### config.mk
export PLATFORM = sky130hd
export DESIGN_NAME = scaled_display
export DESIGN_NICKNAME = d
export VERILOG_FILES = /design/src/rtl/scaled_display.sv
export SDC_FILE = /design/constraint.sdc
export NUM_CORES = 1
export LEC_CHECK = 0
export CAP_MARGIN = 20
export CORE_ASPECT_RATIO = 1.75
export CORE_MARGIN = 2
export CORE_UTILIZATION = 32
export DETAILED_ROUTE_END_ITERATION = 7
export PLACE_DENSITY = 0.57
export RECOVER_POWER = 50
export REMOVE_ABC_BUFFERS = 1
export SYNTH_ARGS = -nofsm -noshare
export SYNTH_HDL_FRONTEND = slang
export SYNTH_SLANG_ARGS = --single-unit
### constraint.sdc
create_clock -name clk_pixel -period 3.68 [get_ports clk_pixel]
set_clock_uncertainty 0.15 [all_clocks]
set_input_delay 1.104 -clock clk_pixel [delete_from_list [all_inputs] [get_ports clk_pixel]]
set_output_delay 1.104 -clock clk_pixel [all_outputs]
set_load 0.05 [all_outputs]
### src/rtl/scaled_display.sv
// VGA scan-out with power-of-two upscaling, centred letterbox, RGB444/RGB332 decode
// and vblank-aligned double-buffer swap. Pins lag the raster counters by READ_LATENCY+1.
module scaled_display #(
    parameter int          H_RES        = 640,
    parameter int          H_FP         = 16,
    parameter int          H_SYNC       = 96,
    parameter int          H_BP         = 48,
    parameter int          V_RES        = 480,
    parameter int          V_FP         = 10,
    parameter int          V_SYNC       = 2,
    parameter int          V_BP         = 33,
    parameter bit          H_POL        = 1'b0,
    parameter bit          V_POL        = 1'b0,
    parameter int          BUF_W        = 160,
    parameter int          BUF_H        = 120,
    parameter int          SCALE_SHIFT  = 2,
    parameter int          PIXEL_BITS   = 12,
    parameter int          READ_LATENCY = 1,
    parameter logic [11:0] BORDER_RGB   = 12'h000,
    parameter int          ADDR_W       = $clog2(BUF_W * BUF_H) + 1
) (
    input  logic                  clk_pixel,
    input  logic                  rst_pixel,
    input  logic                  swap_req,
    output logic [ADDR_W-1:0]     read_addr,
    input  logic [PIXEL_BITS-1:0] read_data,
    output logic                  vga_hsync,
    output logic                  vga_vsync,
    output logic [3:0]            vga_red,
    output logic [3:0]            vga_green,
    output logic [3:0]            vga_blue,
    output logic                  front_buf,
    output logic                  swap_done,
    output logic                  frame_start,
    output logic                  vblank
);

    localparam int LW    = H_RES + H_FP + H_SYNC + H_BP;
    localparam int LH    = V_RES + V_FP + V_SYNC + V_BP;
    localparam int XW    = $clog2(LW);
    localparam int YW    = $clog2(LH);
    localparam int IMG_W = BUF_W << SCALE_SHIFT;
    localparam int IMG_H = BUF_H << SCALE_SHIFT;
    localparam int X_OFF = (H_RES - IMG_W) / 2;
    localparam int Y_OFF = (V_RES - IMG_H) / 2;
    localparam int PA_W  = ADDR_W - 1;

    if (PIXEL_BITS != 12 && PIXEL_BITS != 8) begin : g_bad_format
        $error("scaled_display: PIXEL_BITS must be 8 or 12");
    end
    if (READ_LATENCY < 1 || READ_LATENCY > 4) begin : g_bad_latency
        $error("scaled_display: READ_LATENCY must be 1..4");
    end
    if (IMG_W > H_RES || IMG_H > V_RES) begin : g_bad_window
        $error("scaled_display: scaled image larger than active area");
    end

    logic [XW-1:0] x;
    logic [YW-1:0] y;
    logic          x_last, y_last;

    assign x_last = (x == XW'(LW - 1));
    assign y_last = (y == YW'(LH - 1));

    always_ff @(posedge clk_pixel or posedge rst_pixel) begin
        if (rst_pixel) begin
            x <= '0;
            y <= '0;
        end else if (x_last) begin
            x <= '0;
            y <= y_last ? '0 : y + 1'b1;
        end else begin
            x <= x + 1'b1;
        end
    end

    logic            in_win, de, hs, vs;
    logic [31:0]     rel_x, rel_y;
    logic [PA_W-1:0] pix_addr;

    always_comb begin
        de       = (32'(x) < H_RES) && (32'(y) < V_RES);
        in_win   = (32'(x) >= X_OFF) && (32'(x) < X_OFF + IMG_W) &&
                   (32'(y) >= Y_OFF) && (32'(y) < Y_OFF + IMG_H);
        hs       = (32'(x) >= H_RES + H_FP) && (32'(x) < H_RES + H_FP + H_SYNC);
        vs       = (32'(y) >= V_RES + V_FP) && (32'(y) < V_RES + V_FP + V_SYNC);
        rel_x    = 32'(x) - X_OFF;
        rel_y    = 32'(y) - Y_OFF;
        pix_addr = PA_W'(((rel_y >> SCALE_SHIFT) * BUF_W) + (rel_x >> SCALE_SHIFT));
        read_addr = {front_buf, in_win ? pix_addr : {PA_W{1'b0}}};
    end

    assign vblank = (32'(y) >= V_RES);

    // Stage flags are {window, data-enable, hsync, vsync}, all active-high internally.
    logic [3:0] dly [READ_LATENCY];
    logic [3:0] tail;

    always_ff @(posedge clk_pixel or posedge rst_pixel) begin
        if (rst_pixel) begin
            for (int i = 0; i < READ_LATENCY; i++) dly[i] <= 4'b0000;
        end else begin
            dly[0] <= {in_win, de, hs, vs};
            for (int i = 1; i < READ_LATENCY; i++) dly[i] <= dly[i-1];
        end
    end

    assign tail = dly[READ_LATENCY-1];

    logic [11:0] pix_rgb;
    if (PIXEL_BITS == 12) begin : g_rgb444
        assign pix_rgb = read_data;
    end else begin : g_rgb332
        assign pix_rgb = {read_data[7:6], read_data[7:6],
                          read_data[5:3], read_data[5],
                          read_data[2:0], read_data[2]};
    end

    logic [11:0] out_rgb;
    always_comb begin
        out_rgb = 12'h000;
        if (tail[2]) out_rgb = tail[3] ? pix_rgb : BORDER_RGB;
    end

    always_ff @(posedge clk_pixel or posedge rst_pixel) begin
        if (rst_pixel) begin
            vga_hsync <= ~H_POL;
            vga_vsync <= ~V_POL;
            vga_red   <= 4'h0;
            vga_green <= 4'h0;
            vga_blue  <= 4'h0;
        end else begin
            vga_hsync <= tail[1] ? H_POL : ~H_POL;
            vga_vsync <= tail[0] ? V_POL : ~V_POL;
            vga_red   <= out_rgb[3:0];
            vga_green <= out_rgb[7:4];
            vga_blue  <= out_rgb[11:8];
        end
    end

    // A request landing on the swap point itself is taken immediately.
    logic pending, swap_point;
    assign swap_point = (x == '0) && (32'(y) == V_RES);

    always_ff @(posedge clk_pixel or posedge rst_pixel) begin
        if (rst_pixel) begin
            pending     <= 1'b0;
            front_buf   <= 1'b0;
            swap_done   <= 1'b0;
            frame_start <= 1'b0;
        end else begin
            frame_start <= x_last && y_last;
            swap_done   <= 1'b0;
            if (swap_point && (pending || swap_req)) begin
                front_buf <= ~front_buf;
                swap_done <= 1'b1;
                pending   <= 1'b0;
            end else if (swap_req) begin
                pending <= 1'b1;
            end
        end
    end

endmodule

Figure 1. Drive-strength map.
Scale bar: 20 microns.
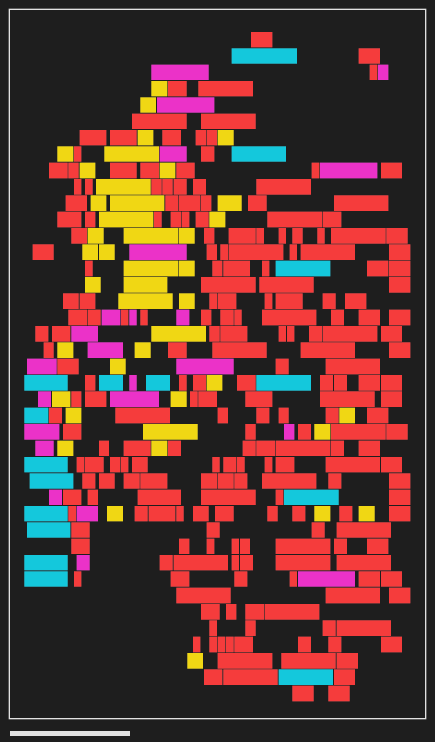
| color | size | cells |
|---|---|---|
| magenta | _2 cells | 23 |
| red | _0 and _1 cells | 227 |
| yellow | _3 and _4 cells | 42 |
| cyan | _6 and larger | 16 |

Figure 2. Close-up of the layout.
Scale bar: 10 microns. Window x 15 to 55, y 15 to 55 microns. Cells in gray, sequential cells in the stronger gray; small squares are vias.
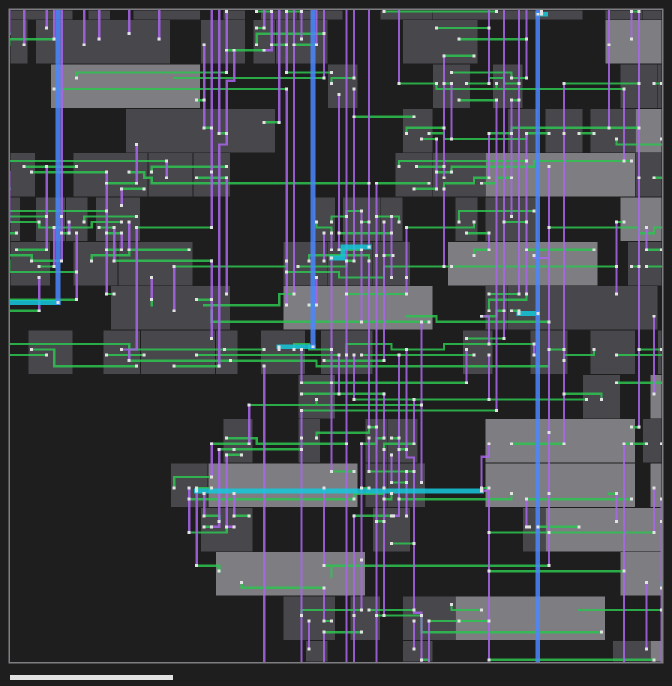
| color | layer |
|---|---|
| blue | metal 4 |
| green | metal 1 |
| purple | metal 2 |
| cyan | metal 3 |
netlist names of flops here include: x (6), dly (2)
sequential cells in the window: 10
cells with their middle in the window: 74
most frequent: dfrtp_1 (9), and2_1 (7)

Figure 3. Routing congestion map.
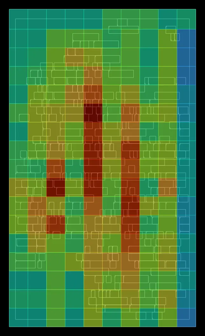
post-detailed-route wirelength per cell: 14.4 microns
most crowded layer after global routing: met2
met3 track demand over resource in global routing: 2.31%

==> flow.log <==
[flow] collecting metrics
[metrics] RSZ-0062 raised after global routing: yes
[metrics] total power per unit cell area: 293 nW/um^2
[metrics] setup_tns: -0.788 ns
[metrics] post-layout instance count excluding filler cells: 394
[metrics] flop2flop setup slack: 1.32 ns
[metrics] Multiplexer share: 0.423%
[metrics] area share of and-or/or-and cells after synthesis: 8.19%
[metrics] overflow left after global routing: 0
[metrics] Worst IR Drop VDD: 0.154 mV
[metrics] clock power share: 48.0%
[metrics] post-synthesis to final-layout area growth: 47.4%
[metrics] startpoint of the worst setup timing path: y[6]$_DFFE_PP0N_
[metrics] post-cts repair resize count: 30
[metrics] Registers, synthesis: 41
[metrics] logic share of the area: 40.0%
[metrics] count of final setup violators: 4
[metrics] depth of the worst register-to-register path: 5
[metrics] final period demand of the worst path: 4.01 ns
[metrics] crit share post-route: 109%
[metrics] Inserted Diodes: 0
[metrics] number of post-CTS setup repair buffers: 5
[metrics] detailed-route wire length on metal 1: 2270 microns
[metrics] result of the run: finished with violations
[metrics] switching part of the total power: 21.2%
[metrics] main combinational cell family by area after synthesis: simple AND/OR/NAND/NOR gates
[metrics] yosys synthesis chip area: 2370 sq um
[metrics] Lkg Pwr: 1.56 nW
[metrics] power spent charging and discharging nets: 0.000217 W
[metrics] violations in the final reports: setup timing
[metrics] worst-margin pin slew: 1.01 ns
[metrics] CP max-delay cell: sky130_fd_sc_hd__or4b_1
[metrics] sort of element at the end of the critical path: primary output
[metrics] Levels on crit path: 8
[metrics] met2 track utilization from global routing: 25.4%
[metrics] count of maximum capacitance violations: 0
[metrics] clock sinks: 41
[metrics] top-level I/O count: 49
[metrics] Max H-tree Level: 2
[metrics] Hold Vio Cnt, Final: 0
[metrics] yosys adder share: 12.3%
[metrics] top power group: the clock network
[metrics] share of power burned in combinational logic: 7.0%
[metrics] beginning of the worst register-to-register path: x[5]$_DFF_PP0_
[metrics] post-route setup slack: -0.327 ns
[metrics] Well Taps: 86
[metrics] First DRT Iteration DRCs: 62
Figure 4. Signal wires on met2.
Scale bar: 20 microns. Cells faint in the background.
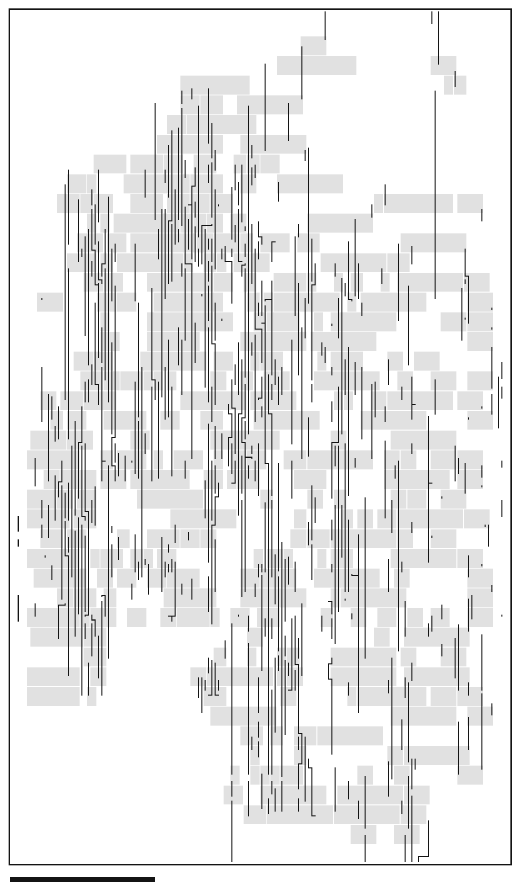
longest straight run: 45.2 microns
wire length on this layer: 2870 microns
main direction: vertical
nets with wire on the layer: 289

Figure 5. Signal wires on met1.
Scale bar: 20 microns. Supply wires on this layer in gray. Cells faint in the background.
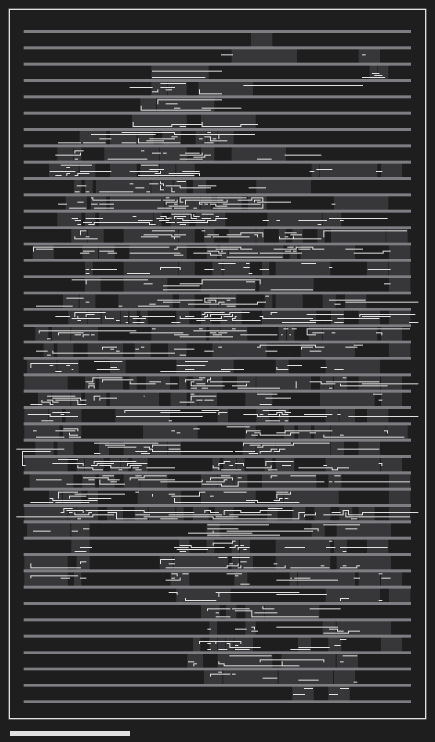
nets with wire on the layer: 299
share of all routed wire: 40%
longest straight run: 22.5 microns
wire length on this layer: 2270 microns

No activity file was given, so power comes from the tool's default toggle rates.
